**config.mk**
```make
export PLATFORM = sky130hd
export DESIGN_NAME = dac_frame_ctrl
export DESIGN_NICKNAME = d
export VERILOG_FILES = /design/src/rtl/dac_pkg.sv /design/src/rtl/dac_sck_tick.sv /design/src/rtl/dac_frame_ctrl.sv
export SDC_FILE = /design/constraint.sdc
export NUM_CORES = 1
export LEC_CHECK = 0
export CAP_MARGIN = 20
export CORE_MARGIN = 2
export CORE_UTILIZATION = 52
export CTS_BUF_LIST = sky130_fd_sc_hd__clkbuf_4
export DETAILED_ROUTE_END_ITERATION = 16
export PLACE_DENSITY = 0.81
export REMOVE_ABC_BUFFERS = 1
export SYNTH_ARGS = -nofsm -noshare
export SYNTH_HDL_FRONTEND = slang
export SYNTH_SLANG_ARGS = --single-unit
```
**constraint.sdc**
```tcl
create_clock -name CLK50MHZ -period 1.9 [get_ports CLK50MHZ]
set_input_delay 0.285 -clock CLK50MHZ [delete_from_list [all_inputs] [get_ports CLK50MHZ]]
set_output_delay 0.285 -clock CLK50MHZ [all_outputs]
set_load 0.05 [all_outputs]
```
**src/rtl/dac_pkg.sv**
```systemverilog
// Shared definitions for the LTC2624 frame controller: frame width, FSM state
// encoding, command/address constants and the frame packing helper.
package dac_pkg;

    localparam int unsigned FRAME_W = 32;

    localparam logic [3:0] CMD_WR_UPD = 4'h3;
    localparam logic [3:0] CMD_PWR_DN = 4'h4;
    localparam logic [3:0] ADDR_ALL   = 4'hF;

    typedef enum logic [2:0] {
        IDLE,
        SETUP,
        SHIFT,
        HOLD,
        GAP
    } dac_state_e;

    // 8 don't-care bits, command, address, 12-bit code, 4 don't-care bits
    function automatic logic [FRAME_W-1:0] build_frame(
        input logic [3:0]  cmd,
        input logic [3:0]  addr,
        input logic [11:0] data
    );
        return {8'h00, cmd, addr, data, 4'h0};
    endfunction

endpackage

```
**src/rtl/dac_sck_tick.sv**
```systemverilog
// Half-period tick generator: pulses tick_o every CLK_DIV enabled cycles;
// clear_i restarts the count so the first tick lands CLK_DIV cycles later.
module dac_sck_tick #(
    parameter int unsigned CLK_DIV = 2
) (
    input  logic clk_i,
    input  logic rst_i,
    input  logic clear_i,
    input  logic enable_i,
    output logic tick_o
);

    logic [7:0] cnt_q, cnt_d;

    always_comb begin
        cnt_d  = cnt_q;
        tick_o = 1'b0;
        if (clear_i) begin
            cnt_d = '0;
        end else if (enable_i) begin
            if (cnt_q == 8'(CLK_DIV - 1)) begin
                cnt_d  = '0;
                tick_o = 1'b1;
            end else begin
                cnt_d = cnt_q + 8'd1;
            end
        end
    end

    always_ff @(posedge clk_i or posedge rst_i) begin
        if (rst_i) begin
            cnt_q <= '0;
        end else begin
            cnt_q <= cnt_d;
        end
    end

endmodule

```
**src/rtl/dac_frame_ctrl.sv**
```systemverilog
// LTC2624 32-bit SPI frame controller (IDLE->SETUP->SHIFT->HOLD->GAP).
// Define DAC_ECHO_CHECK_EN to build the SDO echo comparison and ECHO_ERR flag.
module dac_frame_ctrl
    import dac_pkg::*;
#(
    parameter int unsigned CLK_DIV = 2
) (
    input  logic        CLK50MHZ,
    input  logic        RST,
    input  logic        START,
    input  logic [3:0]  CMD,
    input  logic [3:0]  ADDR,
    input  logic [11:0] DATA,
    output logic        BUSY,
    output logic        DONE,
    output logic        SPI_SCK,
    output logic        SPI_MOSI,
    output logic        DAC_CS,
    output logic        DAC_CLR,
    input  logic        DAC_OUT,
    output logic        ECHO_ERR
);

    dac_state_e          state_q, state_d;
    logic                sck_q, sck_d;
    logic [FRAME_W-1:0]  shift_q, shift_d;
    logic [5:0]          hp_q, hp_d;
    logic                done_q, done_d;
    logic                start_acc;
    logic                tick;

    assign start_acc = START && (state_q == IDLE);

    dac_sck_tick #(.CLK_DIV(CLK_DIV)) u_tick (
        .clk_i    (CLK50MHZ),
        .rst_i    (RST),
        .clear_i  (start_acc),
        .enable_i (state_q != IDLE),
        .tick_o   (tick)
    );

    always_comb begin
        state_d = state_q;
        sck_d   = sck_q;
        shift_d = shift_q;
        hp_d    = hp_q;
        done_d  = 1'b0;
        case (state_q)
            IDLE: begin
                if (START) begin
                    shift_d = build_frame(CMD, ADDR, DATA);
                    sck_d   = 1'b0;
                    hp_d    = '0;
                    state_d = SETUP;
                end
            end
            SETUP: begin
                if (tick) begin
                    sck_d   = 1'b1;
                    state_d = SHIFT;
                end
            end
            SHIFT: begin
                // even half-periods are SCK high; MOSI advances on each falling edge
                if (tick) begin
                    hp_d = hp_q + 6'd1;
                    if (hp_q == 6'd63) begin
                        sck_d   = 1'b0;
                        state_d = HOLD;
                    end else begin
                        sck_d = ~sck_q;
                        if (sck_q) begin
                            shift_d = {shift_q[FRAME_W-2:0], 1'b0};
                        end
                    end
                end
            end
            HOLD: begin
                if (tick) begin
                    state_d = GAP;
                end
            end
            GAP: begin
                if (tick) begin
                    done_d  = 1'b1;
                    state_d = IDLE;
                end
            end
            default: state_d = IDLE;
        endcase
    end

    always_ff @(posedge CLK50MHZ or posedge RST) begin
        if (RST) begin
            state_q <= IDLE;
            sck_q   <= 1'b0;
            shift_q <= '0;
            hp_q    <= '0;
            done_q  <= 1'b0;
        end else begin
            state_q <= state_d;
            sck_q   <= sck_d;
            shift_q <= shift_d;
            hp_q    <= hp_d;
            done_q  <= done_d;
        end
    end

    assign BUSY     = (state_q != IDLE);
    assign DONE     = done_q;
    assign SPI_SCK  = sck_q;
    assign DAC_CS   = !((state_q == SETUP) || (state_q == SHIFT) || (state_q == HOLD));
    assign SPI_MOSI = !DAC_CS && shift_q[FRAME_W-1];
    assign DAC_CLR  = !RST;

`ifdef DAC_ECHO_CHECK_EN
    logic [FRAME_W-1:0] frame_q;
    logic [FRAME_W-1:0] prev_q;
    logic [FRAME_W-1:0] echo_q;
    logic               prev_vld_q;
    logic               err_q;

    // RST is the only abort path, so clearing prev_vld_q covers both skip cases
    always_ff @(posedge CLK50MHZ or posedge RST) begin
        if (RST) begin
            frame_q    <= '0;
            prev_q     <= '0;
            echo_q     <= '0;
            prev_vld_q <= 1'b0;
            err_q      <= 1'b0;
        end else begin
            if (start_acc) begin
                frame_q <= build_frame(CMD, ADDR, DATA);
            end
            if (sck_d && !sck_q) begin
                echo_q <= {echo_q[FRAME_W-2:0], DAC_OUT};
            end
            if (tick && (state_q == HOLD)) begin
                if (prev_vld_q && (echo_q != prev_q)) begin
                    err_q <= 1'b1;
                end
                prev_q     <= frame_q;
                prev_vld_q <= 1'b1;
            end
        end
    end

    assign ECHO_ERR = err_q;
`else
    logic unused_dac_out;
    assign unused_dac_out = DAC_OUT;
    assign ECHO_ERR       = 1'b0;
`endif

endmodule

```
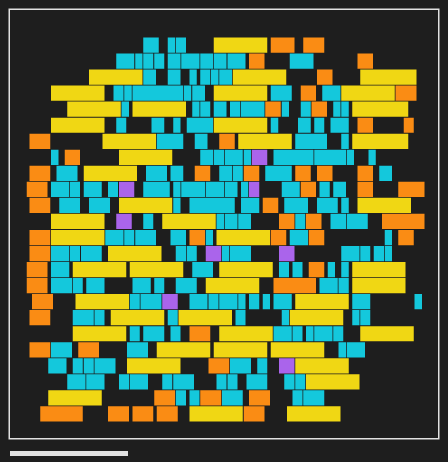
*Cells coloured by class, run 1*
The bar under the picture is 20 um long.
class	colour	cells	share of their area
clock drivers and dummy loads	purple	8	1.9%
sequential cells	yellow	47	40%
remaining buffers and delay cells	orange	53	17%
combinational and other logic	cyan	176	41%

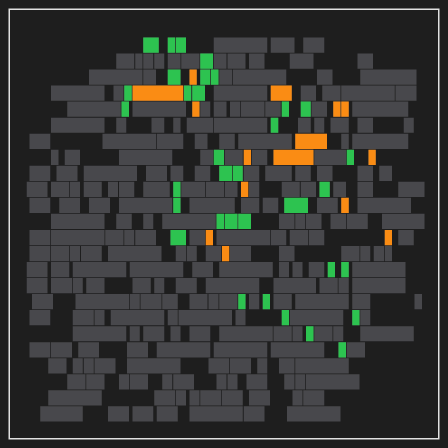
*Gate families picked out, run 1*
family	colour	cells	most used
nand cells	green	34	nand2_1
nor cells	orange	15	nor2_1

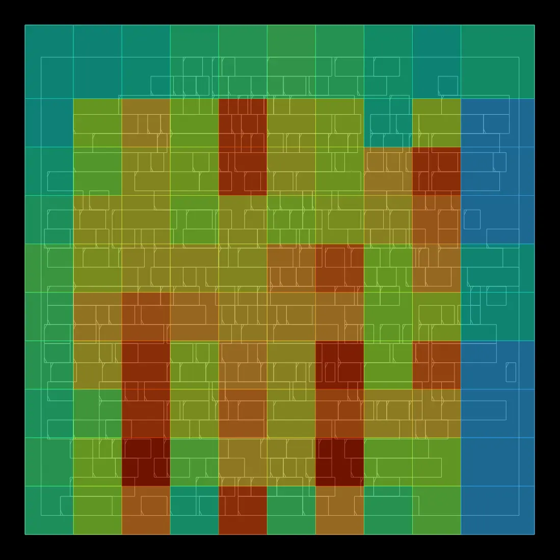
*Routing congestion map, run 1*
mean routed wirelength per cell: 14.4 um
GR met2 Demand/Resource: 31.9%
Finished Core Util: 68.1%
layer with the highest usage: met2
met1 Resource Use GR: 30.6%

==> impl_metrics.env, run 1 <==
# physical design summary
export IMPL_cts_repair_resized=4
export IMPL_warnings=29
export IMPL_core_area_mm2=0.00444
export IMPL_p_per_area_mw_per_mm2=1360
export IMPL_period_minus_slack_ns=1.87
export IMPL_ys_sh_simple_pct=14.6
export IMPL_vdd_drop_max_mv=0.596
export IMPL_ys_sh_xor_pct=1.43
export IMPL_ys_warn_count=0
export IMPL_hold_class="in2async"
export IMPL_top_cells_by_count="47 x dfrtp_1, 40 x o21ai_0, 20 x mux2i_1, 20 x o21ai_2, 19 x nand2_1"
export IMPL_slew_viol_final=0
export IMPL_max_slew_margin_rel_pct=61.6
export IMPL_cap_violations=0
export IMPL_port_buffers=28
export IMPL_drt_antenna_violating_nets=0
export IMPL_dp_hpwl_um=3300
export IMPL_numCtsBuffers=5
export IMPL_logic_family="AND-OR/OR-AND gates"
export IMPL_edf_count=0
export IMPL_cts_root_buf="clkbuf_4"
export IMPL_ys_seq_share_pct=48.1
export IMPL_avgViaCountPerCell=5.82
export IMPL_power_leakage_nw=1.28
export IMPL_finalPower_mw=4.10
export IMPL_status="finished, final reports clean"
export IMPL_critPathLaunchType="register"
export IMPL_synthArstFlopShare_pct=100
export IMPL_yosys_area_top_type_share_pct=48.1
export IMPL_die_h_um=72.6
export IMPL_finalWirelength_um=4850
export IMPL_ys_cells=240
export IMPL_hold_viol=0
export IMPL_synthAdderAreaFrac_pct=1.53
export IMPL_yosys_area_mm2=0.00245
export IMPL_ff_type="dfrtp_1"
export IMPL_diodes=0
export IMPL_ys_types=44
export IMPL_die_w_um=72.6
export IMPL_drive_gt1_share_pct=26.4
export IMPL_gr_total_overflow=0
export IMPL_ios=31
export IMPL_cp_required_ns=1.62
export IMPL_htreeDepth=2
export IMPL_antenna_found_initial=0
export IMPL_end_kind="output port"
export IMPL_cp_arrival_ns=1.58
export IMPL_grt_pass1_vias=1812
export IMPL_initial_core_util_pct=55.0
export IMPL_setup_violations=0
export IMPL_syn_inst=240
export IMPL_tightest_slew_ns=0.576
export IMPL_yosysTopAreaCell="dfrtp_1"
export IMPL_skew_ns=0.0124
export IMPL_grt_start_max_net_pins=48
export IMPL_path_max_fanout=7
export IMPL_avgSynthCellArea_um2=10.2
export IMPL_gp_congestion=0.800
export IMPL_period_used_pct=98.4
export IMPL_nNetsFinal=310
export IMPL_chipArea_mm2=0.00527
export IMPL_ctsHoldBuffers=0
export IMPL_path_class="reg2out"
export IMPL_vias=1954
export IMPL_grt_setup_unrepaired="yes"
export IMPL_grt_util_all_layers_pct=20.9
export IMPL_ys_sh_mux_pct=8.18
export IMPL_cts_sinks=47
export IMPL_setup_slack_ns=0.0301
export IMPL_clk_pin_slew_ns=0.13
export IMPL_fmax_mhz=535
export IMPL_drtIter0Drc=95
export IMPL_drc_errors=0
export IMPL_postCtsSetupBuffers=0
export IMPL_topCellsByArea="dfrtp_1 48%, mux2i_1 8.2%, o21ai_0 8.2%"
export IMPL_clock_latency_ns=0.36
export IMPL_synth_compound_area_share_pct=21.5
export IMPL_dp_slack_ns=-0.0190
export IMPL_first_pass_iters=4
export IMPL_netlist_area_mm2=0.00245
export IMPL_synth_most_common_cell="dfrtp_1"
export IMPL_cts_tree="done"
export IMPL_area_growth_pct=23.7
export IMPL_clk_path_buf_depth=2
export IMPL_row_count=24
export IMPL_grt_pass1_wl_um=8630
export IMPL_rrSetupSlack_ns=0.08
export IMPL_ys_ff=47
## run 1: critical path: stages, from the launching register on
cell	delay, ns
dfrtp_2	0.47
buf_4	0.17
or3_4	0.42
buf_6	0.17
## run 1: placed cells by master, fill, tap and decap left out, types with 3 or more instances in the layout
cell type | synthesis | routed
o21ai_0 | 40 | 33
nor2_1 | 11 | 11
and3_1 | 3 | 3
nand3_1 | 6 | 6
dfrtp_1 | 47 | 44
o21ai_2 | 20 | 20
dfrtp_2 | 0 | 3
buf_4 | 2 | 24
a31oi_1 | 5 | 5
nand2_1 | 19 | 19
clkbuf_4 | 0 | 7
buf_12 | 0 | 3
mux2i_1 | 20 | 20
clkdlybuf4s50_1 | 0 | 23
nand4_1 | 4 | 4
ha_1 | 3 | 3
o21ai_1 | 1 | 8
inv_1 | 5 | 4
a21oi_1 | 5 | 4
## run 1: worst paths after layout
| path | startpoint | endpoint | cells after the start |
|---|---|---|---|
| min reg2reg | shift_q[27]$_DFFE_PP0P_ | shift_q[28]$_DFFE_PP0P_ | 2 |
| min | RST | shift_q[5]$_DFFE_PP0P_ | 3 |
| max in group asynchronous | RST | state_q[0]$_DFFE_PP0P_ | 3 |
| max reg2reg | u_tick.cnt_q[1]$_DFFE_PP0P_ | hp_q[5]$_DFFE_PP0P_ | 6 |
| min in group CLK50MHZ | ADDR[0] | shift_q[16]$_DFFE_PP0P_ | 3 |
| max | state_q[0]$_DFFE_PP0P_ | BUSY | 3 |
## run 1: cell families after synthesis
logic type / after synthesis
xor gates and xnor gates: 4
adders and majority gates: 3
DFF: 47
muxes: 20
AOI/OAI and AO/OA: 81
and+or+nand+nor: 62
buffers and inverters: 22
other: 1
## run 1: metal layers
layer | wire length [um] | part of all wire (%) | track usage, %
met3 | 188 | 3.9 | 3.04
met1 | 2270 | 47 | 30.6
met4 | 74 | 1.5 | 7.20
met5 | 0 | 0 | 0
met2 | 2320 | 48 | 31.9
## run 1: metrics by stage
step	hold WS (ns)	setup TNS, ns	instance area (um^2)	utilization, %	cells
2_1_floorplan	0.447	-64.01	2350	-	223
3_3_place_gp	0.491	0	2870	64.6	321
3_5_place_dp	0.507	-0.0382	2870	64.6	321
4_1_cts	0.473	-0.000948	2940	66.1	329
5_1_grt	0.530	-0.000261	3030	68.1	336
6_report	0.443	0	3030	68.1	336
## run 1: flip-flops by register name, indices dropped and copies added (netlist names)
signal	cells
shift_q	28
u_tick.cnt_q	8
hp_q	6
state_q	3
DONE	1
SPI_SCK	1
## run 1: power breakdown
| part | switching [mW] | total, mW | internal [mW] | leakage, nW |
|---|---|---|---|---|
| logic | 1.07 | 1.97 | 0.897 | 0.640 |
| registers | 0.281 | 1.65 | 1.37 | 0.608 |
| clock network | 0.308 | 0.481 | 0.173 | 0.0361 |
| total | 1.66 | 4.10 | 2.44 | 1.28 |
## run 1: final cells by class
class | instances | area, um^2
Fill cell | 362 | 1420
Multi-Input combinational cell | 171 | 1200
Sequential cell | 47 | 1180
Timing Repair Buffer | 53 | 499
Tap cell | 52 | 65.1
Clock buffer | 7 | 52.6
Inverter | 5 | 18.8
Clock inverter | 1 | 5.00
### Signal wires by layer, run 1

The bar under the picture is 20 um long. Two of the layers only.
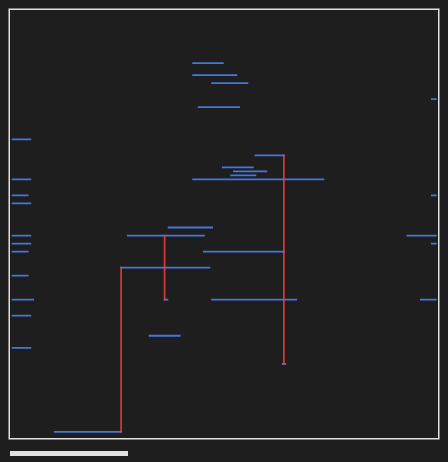

--- run 2 (diff from run 1) ---
--- a/config.mk
+++ b/config.mk
@@ -8,9 +8,10 @@
 export CAP_MARGIN = 20
 export CORE_MARGIN = 2
 export CORE_UTILIZATION = 52
-export CTS_BUF_LIST = sky130_fd_sc_hd__clkbuf_4
+export CTS_BUF_LIST = sky130_fd_sc_hd__clkbuf_4 sky130_fd_sc_hd__clkbuf_8
 export DETAILED_ROUTE_END_ITERATION = 16
 export PLACE_DENSITY = 0.81
+export RECOVER_POWER = 100
 export REMOVE_ABC_BUFFERS = 1
 export SYNTH_ARGS = -nofsm -noshare
 export SYNTH_HDL_FRONTEND = slang
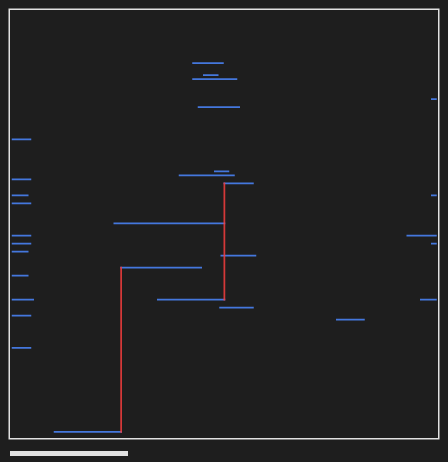
*Signal wires by layer, run 2*
The bar under the picture is 20 um long. Two of the layers only.
layer	colour	wire length
metal 3	blue	150 um
metal 4	red	47.6 um

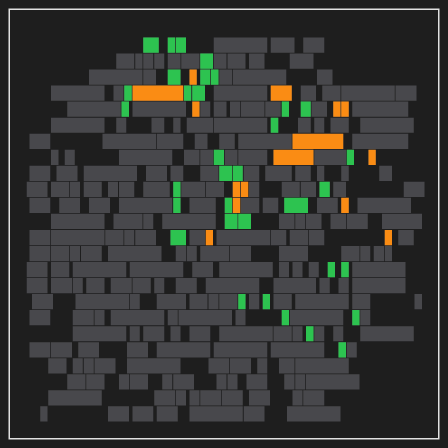
*Gate families picked out, run 2*
family	colour	cells	most used
nand cells	green	34	nand2_1
nor cells	orange	15	nor2_1

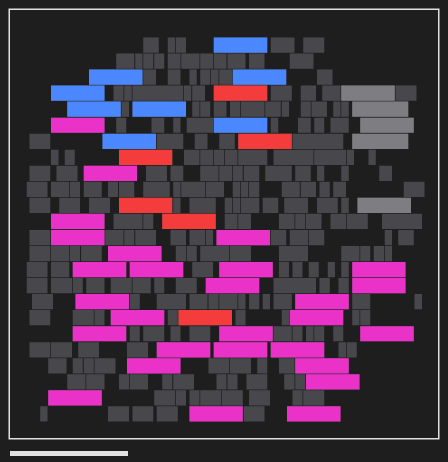
*Register map, names as in the netlist, run 2*
The bar under the picture is 20 um long. Other sequential cells in the stronger grey, the rest of the logic in the fainter grey.
name in the netlist	colour	flops
hp_q	red	6
u_tick.cnt_q	blue	8
shift_q	magenta	28

==> run 2 against run 1 <==
  * Clock skew is 0.0045 ns lower
  * Highest routed layer unchanged
  * Die area stayed put
  * Critical path type unchanged
  * Largest power group unchanged
  * Largest cell class unchanged
  * Flip-flop count stayed put
==> impl_metrics.env, run 2 <==
# physical design summary
export IMPL_drtIter0Drc=146
export IMPL_skew_ns=0.00790
export IMPL_hold_viol=0
export IMPL_avgViaCountPerCell=5.82
export IMPL_cts_sinks=47
export IMPL_chipArea_mm2=0.00527
export IMPL_syn_inst=240
export IMPL_ys_types=44
export IMPL_diodes=0
export IMPL_initial_core_util_pct=55.0
export IMPL_htreeDepth=2
export IMPL_ff_type="dfrtp_1"
export IMPL_ys_cells=240
export IMPL_fmax_mhz=546
export IMPL_rrSetupSlack_ns=0.08
export IMPL_yosysTopAreaCell="dfrtp_1"
export IMPL_ys_warn_count=0
export IMPL_status="finished, final reports clean"
export IMPL_crit_slowest_cell="dfrtp_2"
export IMPL_row_count=24
export IMPL_logic_area_mm2=0.00119
export IMPL_area_growth_pct=21.8
export IMPL_ys_seq_share_pct=48.1
export IMPL_cts_root_buf="clkbuf_8"
export IMPL_p_per_area_mw_per_mm2=1390
export IMPL_regArea_mm2=0.00118
export IMPL_crit_path_cell_trace="buf_4 -> or3_4 -> buf_6"
export IMPL_tightest_slew_ns=1.13
export IMPL_r2r_start="u_tick.cnt_q[1]$_DFFE_PP0P_"
export IMPL_grt_util_all_layers_pct=20.8
export IMPL_numCtsBuffers=5
export IMPL_yosys_area_mm2=0.00245
export IMPL_finalWirelength_um=4840
export IMPL_hold_class="reg2reg"
export IMPL_dp_hpwl_um=3300
export IMPL_netlist_area_mm2=0.00245
export IMPL_grt_pass1_wl_um=8640
export IMPL_finalNonFillerCells=331
export IMPL_avgSynthCellArea_um2=10.2
export IMPL_slew_viol_final=0
export IMPL_setup_violations=0
export IMPL_slowest_delay_ns=0.47
export IMPL_rr_worst_depth=6
export IMPL_synthArstFlopShare_pct=100
export IMPL_die_w_um=72.6
export IMPL_topCellsByArea="dfrtp_1 48%, mux2i_1 8.2%, o21ai_0 8.2%"
export IMPL_max_slew_margin_rel_pct=24.9
export IMPL_path_class="reg2out"
export IMPL_die_h_um=72.6
export IMPL_largest_register_ffs=28
export IMPL_edf_count=0
export IMPL_hold_end="shift_q[17]$_DFFE_PP0P_"
export IMPL_wl_per_cell_um=14.6
export IMPL_regMostFlops="shift_q"
export IMPL_cp_arrival_ns=1.55
export IMPL_grt_pass1_vias=1800
export IMPL_synth_most_common_cell="dfrtp_1"
export IMPL_drive_gt1_share_pct=22.6
export IMPL_drt_antenna_violating_nets=0
export IMPL_ys_ff=47
export IMPL_yosys_area_top_type_share_pct=48.1
export IMPL_period_used_pct=96.4
export IMPL_critPathLaunchType="register"
export IMPL_fill_cells=364
export IMPL_cap_violations=0
export IMPL_port_buffers=28
export IMPL_gp_congestion=0.800
export IMPL_min_from="shift_q[17]$_DFFE_PP0P_"
export IMPL_core_area_mm2=0.00444
export IMPL_postLayoutCellArea_mm2=0.00298
export IMPL_r2r_end="hp_q[5]$_DFFE_PP0P_"
export IMPL_path_max_fanout=9
export IMPL_vdd_drop_max_mv=0.638
export IMPL_finalPower_mw=4.14
export IMPL_nNetsFinal=305
export IMPL_hold_depth=2
[run 2: cell types whose count changed in the layout (fill, tap and decap cells not counted), sizes merged]
| cell | change |
|---|---|
| dlymetal6s2s | -1 |
| bufbuf | +1 |
| buf | -9 |
| dlygate4sd3 | +1 |
| clkbuf | +3 |
[run 2: layout make-up]
class | instances | share of cell area [%]
multi-input combinational | 171 | 40.1
sequential | 47 | 39.5
timing repair buffer | 48 | 14.6
clock buffer | 7 | 2.81
tap | 52 | 2.18
inverter | 5 | 0.630
clock inverter | 1 | 0.168
[run 2: worst max-delay path: cells and delay by family, from the launching register on]
| kind | cells | cell delay (ns) |
|---|---|---|
| buffers and inverters | 2 | 0.35 |
| flip-flops | 1 | 0.47 |
| AND/OR/NAND/NOR | 1 | 0.43 |
[run 2: worst max-delay path by stage]
stage	slack (ns)	endpoint	from	cells past startpoint
2_1_floorplan	-2.15	shift_q[4]$_DFFE_PP0P_	state_q[0]$_DFFE_PP0P_	4
3_3_place_gp	0.05	shift_q[18]$_DFFE_PP0P_	START	6
3_5_place_dp	-0.02	shift_q[20]$_DFFE_PP0P_	START	6
4_1_cts	0.02	BUSY	state_q[0]$_DFFE_PP0P_	3
5_1_grt	-0.007	hp_q[5]$_DFFE_PP0P_	u_tick.cnt_q[1]$_DFFE_PP0P_	8
6_report	0.07	BUSY	state_q[0]$_DFFE_PP0P_	3
[run 2: logic make-up (layout without fill, tap and decap cells)]
kind of cell,Yosys count,in the layout,share of synthesized area [%]
adder cells (fa/ha/maj),3,3,1.53
XOR/XNOR,4,4,1.43
other,1,1,0.153
multiplexers,20,20,8.18
AND/OR/NAND/NOR,62,62,14.6
AND-OR/OR-AND,81,81,21.5
flip-flops,47,47,48.1
buffers and inverters,22,61,4.50
[run 2: per-layer routing]
layer  track usage (%)  vias to the layer above  routed length (um)
met2              31.6                       42                2260
met5                 0                        -                   0
met3              3.87                        6                 149
li1                  -                      945                   -
met4              4.73                        0                  47
met1              31.1                      933                2380
[run 2: per-stage QoR]
| stage | hold WS, ns | TNS (ns) | setup WS (ns) |
|---|---|---|---|
| after floorplan | 0.447 | -64.01 | -2.15 |
| after global placement | 0.491 | 0 | 0.0500 |
| after detailed placement | 0.507 | -0.0382 | -0.0190 |
| after CTS | 0.522 | 0 | 0.0237 |
| after global routing | 0.543 | -0.00744 | -0.00744 |
| final | 0.516 | 0 | 0.0685 |
[run 2: what timing repair did]
| item | CTS | global route |
|---|---|---|
| gates resized | 1 | 16 |
| pin swaps | 0 | 2 |
| setup endpoints to repair | 1 | 17 |
| buffers inserted | 0 | 2 |
| hold buffers | 0 | 0 |
[run 2: where the power goes]
| group | internal (mW) | switching (mW) |
|---|---|---|
| Combinational | 0.828 | 1.03 |
| Clock | 0.287 | 0.317 |
| Sequential | 1.38 | 0.305 |
| Total | 2.49 | 1.65 |
### Routing congestion map, run 2

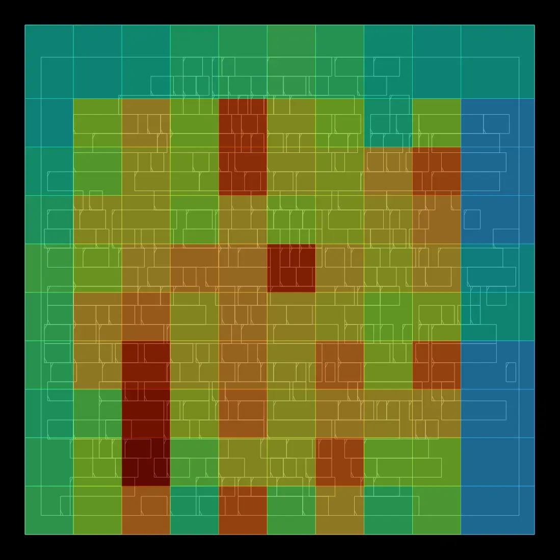

--- run 3 (diff from run 2) ---
--- a/config.mk
+++ b/config.mk
@@ -5,8 +5,8 @@
 export SDC_FILE = /design/constraint.sdc
 export NUM_CORES = 1
 export LEC_CHECK = 0
+export ABC_CLOCK_PERIOD_IN_PS = 1900
 export CAP_MARGIN = 20
-export CORE_MARGIN = 2
 export CORE_UTILIZATION = 52
 export CTS_BUF_LIST = sky130_fd_sc_hd__clkbuf_4 sky130_fd_sc_hd__clkbuf_8
 export DETAILED_ROUTE_END_ITERATION = 16
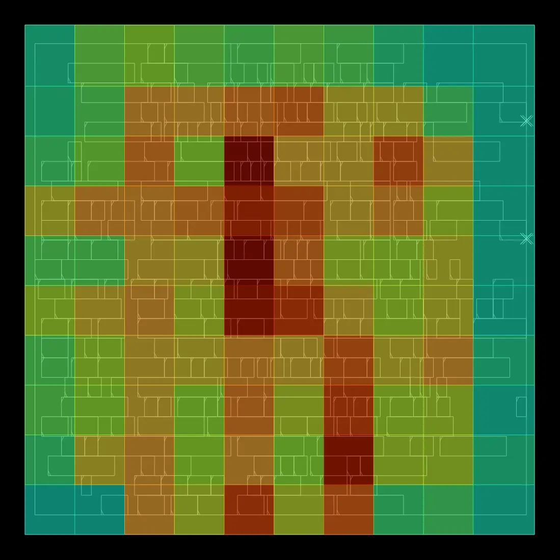
*Routing congestion map, run 3*
mean routed wirelength per cell: 15.5 um
Finished Core Util: 68.8%

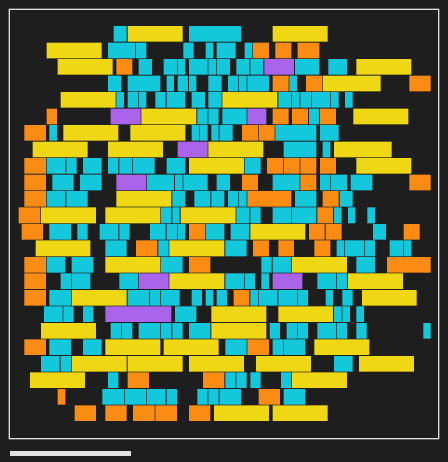
*Cells coloured by class, run 3*
The bar under the picture is 20 um long.
class	colour	cells	share of their area
sequential cells	yellow	47	39%
remaining buffers and delay cells	orange	54	16%
combinational and other logic	cyan	176	40%
clock drivers and dummy loads	purple	8	4.1%

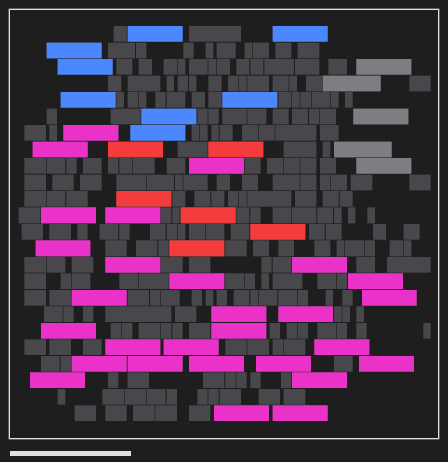
*Register map, names as in the netlist, run 3*
The bar under the picture is 20 um long. Other sequential cells in the stronger grey, the rest of the logic in the fainter grey.
name in the netlist	colour	flops
shift_q	magenta	28
u_tick.cnt_q	blue	8
hp_q	red	6
not coloured	5

==> run 3 against run 2 <==
  * The run now ends with DRC left
  * Design area is 2.6% higher
  * Clock power is 31% higher
  * Clock-buffer cell count is 1 lower
  * Setup slack worse by 0.014 ns
  * Via count is 3.4% higher
  * Largest cell class unchanged
  * Hold slack better by 0.0056 ns
  * Synthesized area stayed put
  * Final cell count is 1.8% higher
  * First-iteration DRC count is 27% higher
  * Fmax is 0.77% lower
  * Clock skew is 0.0073 ns higher
  * Global-route usage is 1.4 points higher
==> impl_metrics.env, run 3 <==
# physical design summary
export IMPL_fill_cells=329
export IMPL_grt_pass1_vias=1933
export IMPL_crit_path_cell_trace="buf_4 -> or3_4 -> buf_4"
export IMPL_ys_ff=47
export IMPL_largest_register_ffs=28
export IMPL_setup_tns_ns=0
export IMPL_met1Wirelength_um=2360
export IMPL_cts_sinks=47
export IMPL_fmax_mhz=542
export IMPL_end_kind="output port"
export IMPL_place_area_mm2=0.00287
export IMPL_max_slew_margin_rel_pct=22.6
export IMPL_skew_ns=0.0152
export IMPL_vias=1991
export IMPL_numCtsBuffers=5
export IMPL_synthArstFlopShare_pct=100
export IMPL_setup_slack_ns=0.0543
export IMPL_critPathLaunchType="register"
export IMPL_rrSetupSlack_ns=0.06
export IMPL_clk_path_buf_depth=2
export IMPL_power_leakage_nw=1.29
export IMPL_initial_core_util_pct=55.0
export IMPL_gp_congestion=0.811
export IMPL_edf_count=0
export IMPL_netlist_area_mm2=0.00245
export IMPL_crit_top_cell="buf_4"
export IMPL_grt_start_max_net_pins=48
export IMPL_gr_total_overflow=0
export IMPL_slew_viol_final=0
export IMPL_yosys_area_mm2=0.00245
export IMPL_vdd_drop_max_mv=0.642
export IMPL_grt_util_all_layers_pct=22.2
export IMPL_met2_length_um=2590
export IMPL_postLayoutCellArea_mm2=0.00306
export IMPL_grt_pass1_wl_um=8780
export IMPL_ys_warn_count=0
export IMPL_finalWirelength_um=5230
export IMPL_top_cells_by_count="47 x dfrtp_1, 40 x o21ai_0, 20 x mux2i_1, 20 x o21ai_2, 19 x nand2_1"
export IMPL_ff_type="dfrtp_1"
export IMPL_avgViaCountPerCell=5.91
export IMPL_area_growth_pct=25.0
export IMPL_row_count=24
export IMPL_setup_violations=0
export IMPL_period_used_pct=97.1
export IMPL_reg_top3="shift_q: 28 flops, u_tick.cnt_q: 8 flops, hp_q: 6 flops"
export IMPL_wl_met3_um=233
export IMPL_diodes=0
export IMPL_ios=31
export IMPL_ys_types=44
export IMPL_yosysTopAreaCell="dfrtp_1"
export IMPL_first_pass_iters=10
export IMPL_cts_tree="done"
export IMPL_ys_cells=240
export IMPL_crit_slowest_cell="dfrtp_2"
export IMPL_chipArea_mm2=0.00498
export IMPL_regMostFlops="shift_q"
export IMPL_die_w_um=70.6
export IMPL_antenna_found_initial=0
export IMPL_core_area_mm2=0.00444
export IMPL_lay_top_count="dfrtp_1"
export IMPL_drive_gt1_share_pct=25.6
export IMPL_clk_pin_slew_ns=0.09
export IMPL_cts_root_buf="clkbuf_8"
export IMPL_hold_viol=0
export IMPL_yosys_area_top_type_share_pct=48.1
export IMPL_path_max_fanout=8
export IMPL_hold_class="reg2reg"
export IMPL_top_layer="met4"
export IMPL_cp_arrival_ns=1.56
export IMPL_ys_seq_share_pct=48.1
export IMPL_slowest_delay_ns=0.46
export IMPL_clock_latency_ns=0.31
export IMPL_cp_required_ns=1.62
export IMPL_dp_hpwl_um=3320
export IMPL_synth_most_common_cell="dfrtp_1"
export IMPL_htreeDepth=2
export IMPL_die_h_um=70.6
export IMPL_status="complete, but fails checks"
export IMPL_drc_errors=6
export IMPL_ctsHoldBuffers=0
export IMPL_warnings=27
export IMPL_port_buffers=28
export IMPL_avgSynthCellArea_um2=10.2
export IMPL_dp_slack_ns=-0.0431
export IMPL_syn_inst=240
export IMPL_layout_top_cells="45 x dfrtp_1, 35 x o21ai_0, 26 x buf_4, 24 x clkdlybuf4s50_1"
export IMPL_drtIter0Drc=186
export IMPL_path_class="reg2out"
export IMPL_tightest_slew_ns=1.16
export IMPL_topCellsByArea="dfrtp_1 48%, mux2i_1 8.2%, o21ai_0 8.2%"
export IMPL_drt_antenna_violating_nets=0
export IMPL_nNetsFinal=311
export IMPL_cap_violations=0
export IMPL_period_minus_slack_ns=1.85
export IMPL_violations="DRC"
export IMPL_p_per_area_mw_per_mm2=1460
[run 3: stage by stage]
step / power, mW / cells / hold WS, ns / utilization (%)
floorplan: 2.84 / 223 / 0.447 / -
global placement: 3.41 / 321 / 0.493 / 64.6
detailed placement: 3.48 / 321 / 0.505 / 64.6
CTS: 4.30 / 330 / 0.525 / 67.6
global route: 4.75 / 337 / 0.541 / 68.8
finish: 4.45 / 337 / 0.522 / 68.8
[run 3: path summary, 6_finish.rpt]
path,from,endpoint,cells after the start
max,state_q[0]$_DFFE_PP0P_,BUSY,3
min,shift_q[21]$_DFFE_PP0P_,shift_q[21]$_DFFE_PP0P_,2
min reg2reg,shift_q[21]$_DFFE_PP0P_,shift_q[21]$_DFFE_PP0P_,2
max in group asynchronous,RST,state_q[1]$_DFFE_PP0P_,3
min in group asynchronous,RST,shift_q[7]$_DFFE_PP0P_,3
max reg2reg,u_tick.cnt_q[1]$_DFFE_PP0P_,shift_q[21]$_DFFE_PP0P_,7
[run 3: kinds of logic after synthesis]
group / share of synthesized area (%)
mux: 8.18
flops: 48.1
simple gates: 14.6
other cells: 0.153
buf+inv: 4.50
compound gates: 21.5
fa+ha+maj: 1.53
xor+xnor: 1.43
[run 3: layout make-up]
type                    count  area [um^2]  area share, %
inverters                   5         18.8          0.614
repair buffers             54          484           15.8
flip-flops and latches     47         1180           38.5
multi-input cells         171         1190           38.9
clock inverters             2         38.8           1.27
well taps                  52         65.1           2.13
clock buffers               6         82.6           2.70
[run 3: metal layers]
| metal | vias to the layer above | global-route usage [%] |
|---|---|---|
| li1 | 958 | - |
| met1 | 968 | 30.6 |
| met2 | 57 | 35.3 |
| met3 | 8 | 5.27 |
| met4 | 0 | 6.67 |
| met5 | - | 0 |
[run 3: power breakdown]
part           internal, mW  switching [mW]
sequential             1.37           0.293
combinational         0.914            1.08
clock                 0.433           0.356
[run 3: what timing repair did]
action                                  4_1_cts  5_1_grt
gates resized                                 2       12
setup buffers                                 1        7
pin swaps                                     0        3
endpoints found under the setup margin        3       27
[run 3: worst max-delay path: cells and delay by family, from the launching register on]
kind / cells / cell delay [ns]
AND/OR/NAND/NOR: 1 / 0.42
buffers and inverters: 2 / 0.38
flip-flops: 1 / 0.46
No activity file was given, so power comes from the tool's default toggle rates.
